### Wiring by layer, run 1

Bar = 20 um.
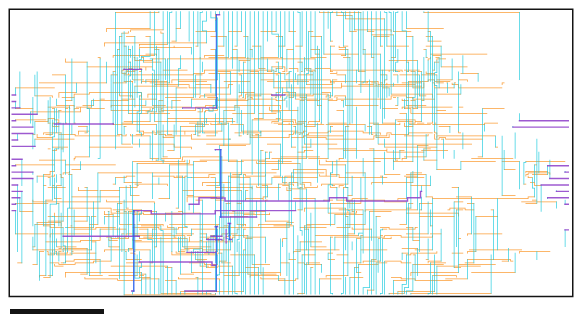
### Clock wires, drivers and flops, run 1

Bar = 20 um.
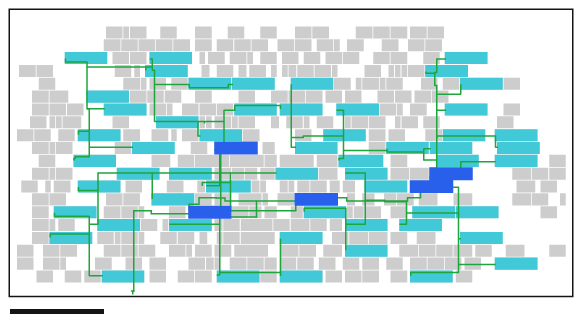
### Sequential cells coloured by netlist name, run 1

Other sequential cells in the stronger grey, the rest of the logic in the fainter grey.
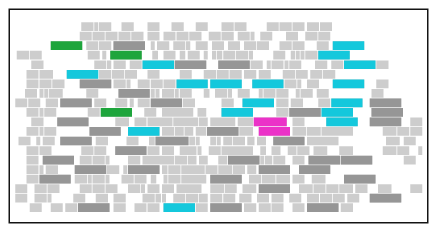
### config.mk
export PLATFORM = sky130hd
export DESIGN_NAME = alu_arbiter_flat
export DESIGN_NICKNAME = d
export VERILOG_FILES = /design/src/rtl/alu_pkg.sv /design/src/rtl/alu_arbiter_if.sv /design/src/rtl/alu_arbiter_rr_arb2.sv /design/src/rtl/alu_arbiter.sv /design/src/flat_wrapper.sv
export SDC_FILE = /design/constraint.sdc
export NUM_CORES = 1
export LEC_CHECK = 0
export CAP_MARGIN = 0
export CORE_ASPECT_RATIO = 0.5
export CORE_UTILIZATION = 38
export DETAILED_ROUTE_END_ITERATION = 10
export MAX_ROUTING_LAYER = met4
export PLACE_DENSITY = 0.8
export SLEW_MARGIN = 15
export SYNTH_ARGS = -nofsm -noshare
export SYNTH_HDL_FRONTEND = slang
export SYNTH_SLANG_ARGS = --single-unit
### constraint.sdc
create_clock -name clk -period 2 [get_ports clk]
set_input_delay 0.4 -clock clk [delete_from_list [all_inputs] [get_ports clk]]
set_output_delay 0.4 -clock clk [all_outputs]
set_load 0.05 [all_outputs]
### src/rtl/alu_pkg.sv
// alu_pkg: shared ALU function codes, arbiter state encoding and datapath widths.
package alu_pkg;
  localparam int WIDTH = 16;
  localparam int FW = 3;
  localparam logic [2:0] ALU_ADD = 3'b000;
  localparam logic [2:0] ALU_SUB = 3'b001;
  localparam logic [2:0] ALU_AND = 3'b010;
  localparam logic [2:0] ALU_OR = 3'b011;
  localparam logic [2:0] ALU_SHL = 3'b100;
  localparam logic [2:0] ALU_SHR = 3'b101;
  localparam logic [2:0] ALU_LDH = 3'b110;
  localparam logic [2:0] ALU_ILL = 3'b111;
  localparam logic [1:0] IDLE = 2'd0;
  localparam logic [1:0] EXEC = 2'd1;
  localparam logic [1:0] RESP = 2'd2;
  function automatic logic is_ill(input logic [FW-1:0] f);
    return f == ALU_ILL;
  endfunction
endpackage

### src/rtl/alu_arbiter_if.sv
// alu_arbiter_if: two request channels, the tagged response channel and the ALU port.
interface alu_arbiter_if #(parameter int WIDTH = alu_pkg::WIDTH, parameter int FW = alu_pkg::FW);
  logic req0_valid, req0_ready, req1_valid, req1_ready;
  logic [WIDTH-1:0] req0_x, req0_y, req1_x, req1_y;
  logic [FW-1:0] req0_f, req1_f;
  logic rsp_valid, rsp_ready, rsp_id, rsp_err;
  logic [WIDTH-1:0] rsp_data, alu_x, alu_y, alu_out;
  logic [FW-1:0] alu_f;
  modport master (
    output req0_valid, req0_x, req0_y, req0_f, req1_valid, req1_x, req1_y, req1_f, rsp_ready, alu_out,
    input req0_ready, req1_ready, rsp_valid, rsp_id, rsp_data, rsp_err, alu_x, alu_y, alu_f
  );
  modport slave (
    input req0_valid, req0_x, req0_y, req0_f, req1_valid, req1_x, req1_y, req1_f, rsp_ready, alu_out,
    output req0_ready, req1_ready, rsp_valid, rsp_id, rsp_data, rsp_err, alu_x, alu_y, alu_f
  );
endinterface

### src/rtl/alu_arbiter_rr_arb2.sv
// rr_arb2: two-input round-robin grant; on contention the requester not served last wins.
module rr_arb2 (
  input  logic v0_i,
  input  logic v1_i,
  input  logic last_i,
  output logic gnt_o,
  output logic any_o
);
  assign gnt_o = (v0_i && v1_i) ? !last_i : v1_i;
  assign any_o = v0_i || v1_i;
endmodule

### src/rtl/alu_arbiter.sv
// alu_arbiter: shares one combinational ALU between two requesters, one op in flight.
// ALU_ARB_ILLEGAL_EN: reject f==ALU_ILL with rsp_err after one cycle instead of executing it.
module alu_arbiter #(
  parameter int WIDTH = alu_pkg::WIDTH,
  parameter int FW = alu_pkg::FW
) (
  input logic clk,
  input logic rst_n,
  alu_arbiter_if.slave bus
);
  import alu_pkg::*;
  logic [1:0] state_q, state_d;
  logic last_q, last_d, rid_q, rid_d, err_q, err_d;
  logic [WIDTH-1:0] x_q, x_d, y_q, y_d, data_q, data_d;
  logic [FW-1:0] f_q, f_d, f_sel;
  logic gnt, any, acc, ill;
  rr_arb2 u_arb (.v0_i(bus.req0_valid), .v1_i(bus.req1_valid), .last_i(last_q), .gnt_o(gnt), .any_o(any));
  assign f_sel = gnt ? bus.req1_f : bus.req0_f;
`ifdef ALU_ARB_ILLEGAL_EN
  assign ill = is_ill(f_sel);
`else
  assign ill = 1'b0;
`endif
  // ready is gated by rst_n so nothing is acknowledged while reset is held
  assign acc = rst_n && state_q == IDLE && any;
  always_comb begin
    x_d = acc ? (gnt ? bus.req1_x : bus.req0_x) : x_q;
    y_d = acc ? (gnt ? bus.req1_y : bus.req0_y) : y_q;
    f_d = acc ? f_sel : f_q;
    last_d = acc ? gnt : last_q;
    rid_d = state_q == EXEC ? last_q : (acc && ill) ? gnt : rid_q;
    data_d = state_q == EXEC ? bus.alu_out : (acc && ill) ? '0 : data_q;
    err_d = state_q == EXEC ? 1'b0 : (acc && ill) ? 1'b1 : err_q;
    state_d = state_q == IDLE ? (acc ? (ill ? RESP : EXEC) : IDLE) :
              state_q == EXEC ? RESP : (bus.rsp_ready ? IDLE : RESP);
  end
  always_ff @(posedge clk or negedge rst_n) begin
    if (!rst_n) begin
      state_q <= IDLE;
      last_q <= 1'b1;
      rid_q <= 1'b0;
      err_q <= 1'b0;
      x_q <= '0;
      y_q <= '0;
      f_q <= '0;
      data_q <= '0;
    end else begin
      state_q <= state_d;
      last_q <= last_d;
      rid_q <= rid_d;
      err_q <= err_d;
      x_q <= x_d;
      y_q <= y_d;
      f_q <= f_d;
      data_q <= data_d;
    end
  end
  assign bus.req0_ready = acc && !gnt;
  assign bus.req1_ready = acc && gnt;
  assign bus.rsp_valid = state_q == RESP;
  assign bus.rsp_id = rid_q;
  assign bus.rsp_data = data_q;
  assign bus.rsp_err = err_q;
  assign bus.alu_x = x_q;
  assign bus.alu_y = y_q;
  assign bus.alu_f = f_q;
endmodule

### src/flat_wrapper.sv
// flat-port wrapper written by rule: the top's interface ports become plain ports
module alu_arbiter_flat import alu_pkg::*;
#(
  parameter int WIDTH = alu_pkg::WIDTH,
  parameter int FW = alu_pkg::FW
)
  (clk, rst_n, bus_req0_valid, bus_req0_x, bus_req0_y, bus_req0_f, bus_req1_valid, bus_req1_x, bus_req1_y, bus_req1_f, bus_rsp_ready, bus_alu_out, bus_req0_ready, bus_req1_ready, bus_rsp_valid, bus_rsp_id, bus_rsp_data, bus_rsp_err, bus_alu_x, bus_alu_y, bus_alu_f);
  alu_arbiter_if #(.WIDTH(WIDTH), .FW(FW)) bus_i ();
  input logic clk;
  input logic rst_n;
  input wire logic [$bits(bus_i.req0_valid)-1:0] bus_req0_valid;
  input wire logic [$bits(bus_i.req0_x)-1:0] bus_req0_x;
  input wire logic [$bits(bus_i.req0_y)-1:0] bus_req0_y;
  input wire logic [$bits(bus_i.req0_f)-1:0] bus_req0_f;
  input wire logic [$bits(bus_i.req1_valid)-1:0] bus_req1_valid;
  input wire logic [$bits(bus_i.req1_x)-1:0] bus_req1_x;
  input wire logic [$bits(bus_i.req1_y)-1:0] bus_req1_y;
  input wire logic [$bits(bus_i.req1_f)-1:0] bus_req1_f;
  input wire logic [$bits(bus_i.rsp_ready)-1:0] bus_rsp_ready;
  input wire logic [$bits(bus_i.alu_out)-1:0] bus_alu_out;
  output wire logic [$bits(bus_i.req0_ready)-1:0] bus_req0_ready;
  output wire logic [$bits(bus_i.req1_ready)-1:0] bus_req1_ready;
  output wire logic [$bits(bus_i.rsp_valid)-1:0] bus_rsp_valid;
  output wire logic [$bits(bus_i.rsp_id)-1:0] bus_rsp_id;
  output wire logic [$bits(bus_i.rsp_data)-1:0] bus_rsp_data;
  output wire logic [$bits(bus_i.rsp_err)-1:0] bus_rsp_err;
  output wire logic [$bits(bus_i.alu_x)-1:0] bus_alu_x;
  output wire logic [$bits(bus_i.alu_y)-1:0] bus_alu_y;
  output wire logic [$bits(bus_i.alu_f)-1:0] bus_alu_f;
  assign bus_i.req0_valid = bus_req0_valid;
  assign bus_i.req0_x = bus_req0_x;
  assign bus_i.req0_y = bus_req0_y;
  assign bus_i.req0_f = bus_req0_f;
  assign bus_i.req1_valid = bus_req1_valid;
  assign bus_i.req1_x = bus_req1_x;
  assign bus_i.req1_y = bus_req1_y;
  assign bus_i.req1_f = bus_req1_f;
  assign bus_i.rsp_ready = bus_rsp_ready;
  assign bus_i.alu_out = bus_alu_out;
  assign bus_req0_ready = bus_i.req0_ready;
  assign bus_req1_ready = bus_i.req1_ready;
  assign bus_rsp_valid = bus_i.rsp_valid;
  assign bus_rsp_id = bus_i.rsp_id;
  assign bus_rsp_data = bus_i.rsp_data;
  assign bus_rsp_err = bus_i.rsp_err;
  assign bus_alu_x = bus_i.alu_x;
  assign bus_alu_y = bus_i.alu_y;
  assign bus_alu_f = bus_i.alu_f;
  alu_arbiter #(.WIDTH(WIDTH), .FW(FW)) u_core (.clk(clk), .rst_n(rst_n), .bus(bus_i));
endmodule
==> run notes, run 1 <==
Implementation run completed; key figures follow.

Floorplan:
- The run puts the starting utilization of the core area at 41.1%.
- The run puts the total number of tap cells at 88.
- The run gives the y dimension of the die as 60.5 um.
- The run puts the horizontal die size at 119 um.

Critical path:
- According to the timing report, the data required time at the worst endpoint equals approximately 1.6 ns.
- The worst setup path is captured at an output pin.
- The worst setup path is of the flop to output pin kind.
- Broken down by cell family, the worst path's largest delay share belongs to simple AND/OR/NAND/NOR gates.
- The worst register-to-register path ends at u_core.bus.rsp_data[5].
- The run puts the number of gates on the worst path with buffers counted at 3.
- For this run, the slowest stage of the critical path takes 0.44 ns.

Layout:
- The run puts the number of combinational gates with multiple inputs at about 140.
- There are 55 flip-flops and latches.
- The run puts the share of layout cells above drive strength 1 at 22.3%.
- According to the finish report, the design has a final net count of about 450.

Logic synthesis:
- Per the post-synthesis stats, the area per cell is roughly 12 sq um.

Flow run:
- The run reported a max-capacitance violation count of 0.

Place:
- The run puts the worst setup timing slack at the placement stage at 0.0651 ns.

Final timing:
- The run puts the slew at the pin closest to its max-slew limit at 0.780 ns.

Global routing:
- The run puts the largest net degree at the start of global routing at 56.

Status:
- The flow ran to the end, and the final reports show no timing, DRC or antenna violations.
Notes on 'Wiring by layer' above:
- met1: orange (wire length 3380 um)
- met3: purple (wire length 267 um)
- met4: blue (wire length 68.0 um)
- met2: cyan (wire length 4110 um)
number of vias after detailed routing: 2332
total length of routed wires: 7830 um

Notes on 'Clock wires, drivers and flops' above:
- clock wires: green (length 680 um)
- flip-flops: cyan (count 55)
- cells driving clock nets: blue (count 5)
- routed clock nets: 6
share of power burned in the clock network: 11.9%
Layout Skew: 0.00697 ns
Power Clock: 0.862 mW

Notes on 'Sequential cells coloured by netlist name' above:
- u_core.bus.alu_x: cyan (flops 16)
- u_core.state_q: magenta (flops 2)
- u_core.bus.alu_f: green (flops 3)
- not coloured: 34
fraction of area in registers: 31.8%
final cell utilization of the core: 68.5%
Power Sequential: 1.98 mW
area occupied by registers: 1380 sq um

==> run 1: synth_stat cells, drive strengths merged <==
| cell type | instances | area [sq um] |
|---|---|---|
| mux2 | 16 | 180 |
| conb | 1 | 3.75 |
| clkbuf | 4 | 15.0 |
| nand2 | 37 | 139 |
| and3 | 1 | 6.26 |
| nor2 | 1 | 3.75 |
| dfstp | 1 | 26.3 |
| or3b | 1 | 8.76 |
| a21oi | 2 | 10.0 |
| a221o | 35 | 354 |
| inv | 2 | 7.51 |
| nor3 | 35 | 320 |
| buf | 18 | 118 |
| dfrtp | 54 | 1350 |
| nand2b | 1 | 6.26 |
| o21ai | 2 | 13.8 |
| nor2b | 2 | 12.5 |
| nor3b | 2 | 25.0 |
==> run 1: layout by cell type (no fill, tap or decap) <==
master | Yosys | layout
clkdlybuf4s50_1 | 0 | 141
dfrtp_1 | 54 | 53
nand2_1 | 37 | 37
a221o_1 | 32 | 32
nor3_2 | 29 | 29
mux2_2 | 16 | 16
buf_4 | 1 | 11
nor3_1 | 6 | 6
clkbuf_16 | 0 | 5
buf_12 | 0 | 5
a221o_2 | 3 | 3
inv_1 | 2 | 2
a21oi_1 | 2 | 2
nor3b_2 | 2 | 1
o21ai_2 | 1 | 1
nor2_1 | 1 | 1
nor2b_4 | 0 | 1
or3b_4 | 0 | 1
nor3b_4 | 0 | 1
and3_2 | 0 | 1
nor2b_1 | 2 | 1
nand2b_1 | 1 | 1
o21ai_0 | 1 | 1
conb_1 | 1 | 1
clkinv_2 | 0 | 1
clkbuf_1 | 4 | 1
clkinvlp_4 | 0 | 1
buf_2 | 13 | 1
dfstp_2 | 1 | 1
dfrtp_2 | 0 | 1
==> run 1 -> run 2 <==
--- a/config.mk
+++ b/config.mk
@@ -6,11 +6,14 @@
 export NUM_CORES = 1
 export LEC_CHECK = 0
 export CAP_MARGIN = 0
+export CELL_PAD_IN_SITES_DETAIL_PLACEMENT = 0
+export CELL_PAD_IN_SITES_GLOBAL_PLACEMENT = 1
 export CORE_ASPECT_RATIO = 0.5
-export CORE_UTILIZATION = 38
+export CORE_UTILIZATION = 28
 export DETAILED_ROUTE_END_ITERATION = 10
+export GPL_TIMING_DRIVEN = 1
 export MAX_ROUTING_LAYER = met4
-export PLACE_DENSITY = 0.8
+export PLACE_DENSITY_LB_ADDON = 0.1
 export SLEW_MARGIN = 15
 export SYNTH_ARGS = -nofsm -noshare
 export SYNTH_HDL_FRONTEND = slang
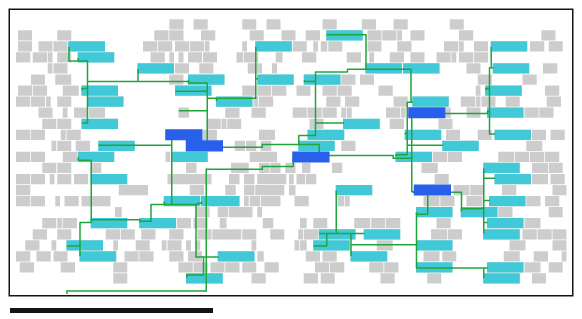
*Clock wires, drivers and flops, run 2*
Bar = 50 um.
Layout Skew: 0.00569 ns
worst skew pair latency: 0.29 ns

==> run 2 against run 1 <==
The flow now finishes with violations (DRC). Synthesized cell count unchanged. Count of clock-buffer cells in the layout down 1. Sequential power about the same. Wire length down 2.2%. Highest routed layer unchanged. Sequential share of layout area down 0.75 points. Utilization down 18 points.
==> run notes, run 2 <==
Implementation run completed; key figures follow.

Status:
- The flow ran to the end, but the final reports show violations.
- The checks that failed: DRC.

Logic synthesis:
- By area the synthesized netlist is led by dfrtp_1 52%, a221o_1 12%, nor3_2 11%.
- The run puts the fraction of registers with async set or reset after synthesis at 100% (unchanged).
- Summed over all instances, the cell type with the most area after synthesis is dfrtp_1.
- The run gives the prevailing post-synth register cell as dfrtp_1.
- The number of synthesized flops with an enable pin came to 0 (unchanged).
- For reference, the top cells by count after synthesis are 54 x dfrtp_1, 37 x nand2_1, 32 x a221o_1.
- The run puts the average size of a mapped cell at 12.1 sq um (unchanged).
- The most common cell in the synthesized netlist is dfrtp_1.
- The run gives the top cell type's share of synthesized area as 51.9% (unchanged).

Critical path:
- The run gives the sort of element at the end of the critical path as an output pin.
- The worst setup path is of the flop to output pin kind.
- Counting both buffers and inverters, the worst setup path holds a total of 1.
- On the critical path the largest part of the delay comes from simple AND/OR/NAND/NOR gates.
- The run puts the data required time of the worst path at 1.60 ns (about the same).

Global routing:
- The run gives the total global-route track usage as ~17%.
- The run puts the largest net degree at the start of global routing at 56 (unchanged).
- The run gives the global-route wire length before repair as 12600 um.

Final timing:
- The run gives the number of hold-slack violations in the final timing report as 0.
- The run puts the slew at the pin closest to its max-slew limit at 0.696 ns (-0.0839 ns).
- The run gives the tightest hold margin as between 0.2 and 0.3 ns.

Floorplan:
- The run puts the starting utilization of the core area at 29.4% (-12 points).
- The horizontal die size is 138 um (+16%).
- The run puts the y dimension of the die at 70.2 um (+16%).
- The run gives the area of the placeable core as 8860 sq um.
- The run puts the overall die area at 9700 sq um.

Layout:
- After the flow finishes, the layout carries non-filler instances totaling 480.
- In the layout the commonest cells are 141 x clkdlybuf4s50_1, 54 x dfrtp_1, 37 x nand2_1, 32 x a221o_1, 29 x nor3_2.
- The library cell used most frequently in the layout, excluding fill and tap cells, is clkdlybuf4s50_1.
- The number of nets in the layout was 454 (+1.1%).
- The run puts the area of all sequential standard cells at 1380 sq um (about the same).

Power:
- The run gives the power per cell area as between 1500 and 2000 nW/um^2.
- The run gives the switching component of the power as 3.40 mW.
- The run puts the clock network power at 0.967 mW (+12%).
- The run puts the clock group share of total power at 13.2% (+1.3 points).

Route:
- The run puts the final wirelength at 7660 um (-2.2%).
- The run gives the detailed-route via count as 2288 (-1.9%).
- The DRC violation total left in the routed layout is recorded as 20.
- The run puts the vias per cell at ~4.8.

Flow run:
- The run puts the number of warnings in the stage logs at 26.
- The run puts the number of max-capacitance violations reported at 0 (unchanged).

Place:
- The run gives the worst setup timing slack at the placement stage as 0.0894 ns (+0.0244 ns).
## run 2: cell count changes in the layout (fill, tap and decap cells not counted)
cell       before  now
bufinv_16       0    1
dfrtp_2         1    0
o21ai_2         1    0
buf_4          11   16
clkinv_2        1    0
clkbuf_1        1    0
dfrtp_1        53   54
o21ai_4         0    1
## run 2: layer usage
layer	track usage [%]	vias up	part of all wire, %
li1	-	1085	-
met3	4.60	9	6.1
met4	4.00	0	1.2
met1	22.4	1107	47
met2	26.4	87	45
met5	-	-	0
## run 2: layout make-up
cell class,instances,share of cell area [%]
clock inverters,2,0.846
flip-flops and latches,55,31.0
clock buffers,5,2.82
inverters,2,0.169
multi-input cells,136,25.0
repair buffers,163,36.9
well taps,117,3.30
## run 2: path summary, 6_finish.rpt
check,endpoint,slack (ns),cells after the start,start
setup / recovery,bus_req0_ready,0.06,3,u_core.state_q[1]
hold / removal,u_core.bus.alu_y[8],0.30,2,rst_n
setup reg to reg,u_core.bus.alu_y[1],0.36,6,u_core.state_q[1]
hold reg to reg,u_core.bus.rsp_id,0.48,2,u_core.bus.rsp_id
max in group asynchronous,u_core.bus.rsp_data[3],1.24,2,rst_n
min in group clk,u_core.bus.rsp_id,0.48,2,u_core.bus.rsp_id
## run 2: what timing repair did
action	in CTS	in global routing
hold endpoints to repair	0	0
pin swaps	1	1
setup buffers	2	0
setup endpoints to repair	1	2
resized	1	1
hold buffers	0	0
## run 2: cell families (layout without fill, tap and decap cells)
group | count (synthesis) | after routing | synth area share, %
AOI/OAI and AO/OA | 39 | 39 | 14.5
DFF | 55 | 55 | 53.0
and+or+nand+nor | 80 | 80 | 20.1
muxes | 16 | 16 | 6.93
other | 1 | 1 | 0.144
buffers and inverters | 24 | 172 | 5.39
Power and IR drop assume default switching activity.
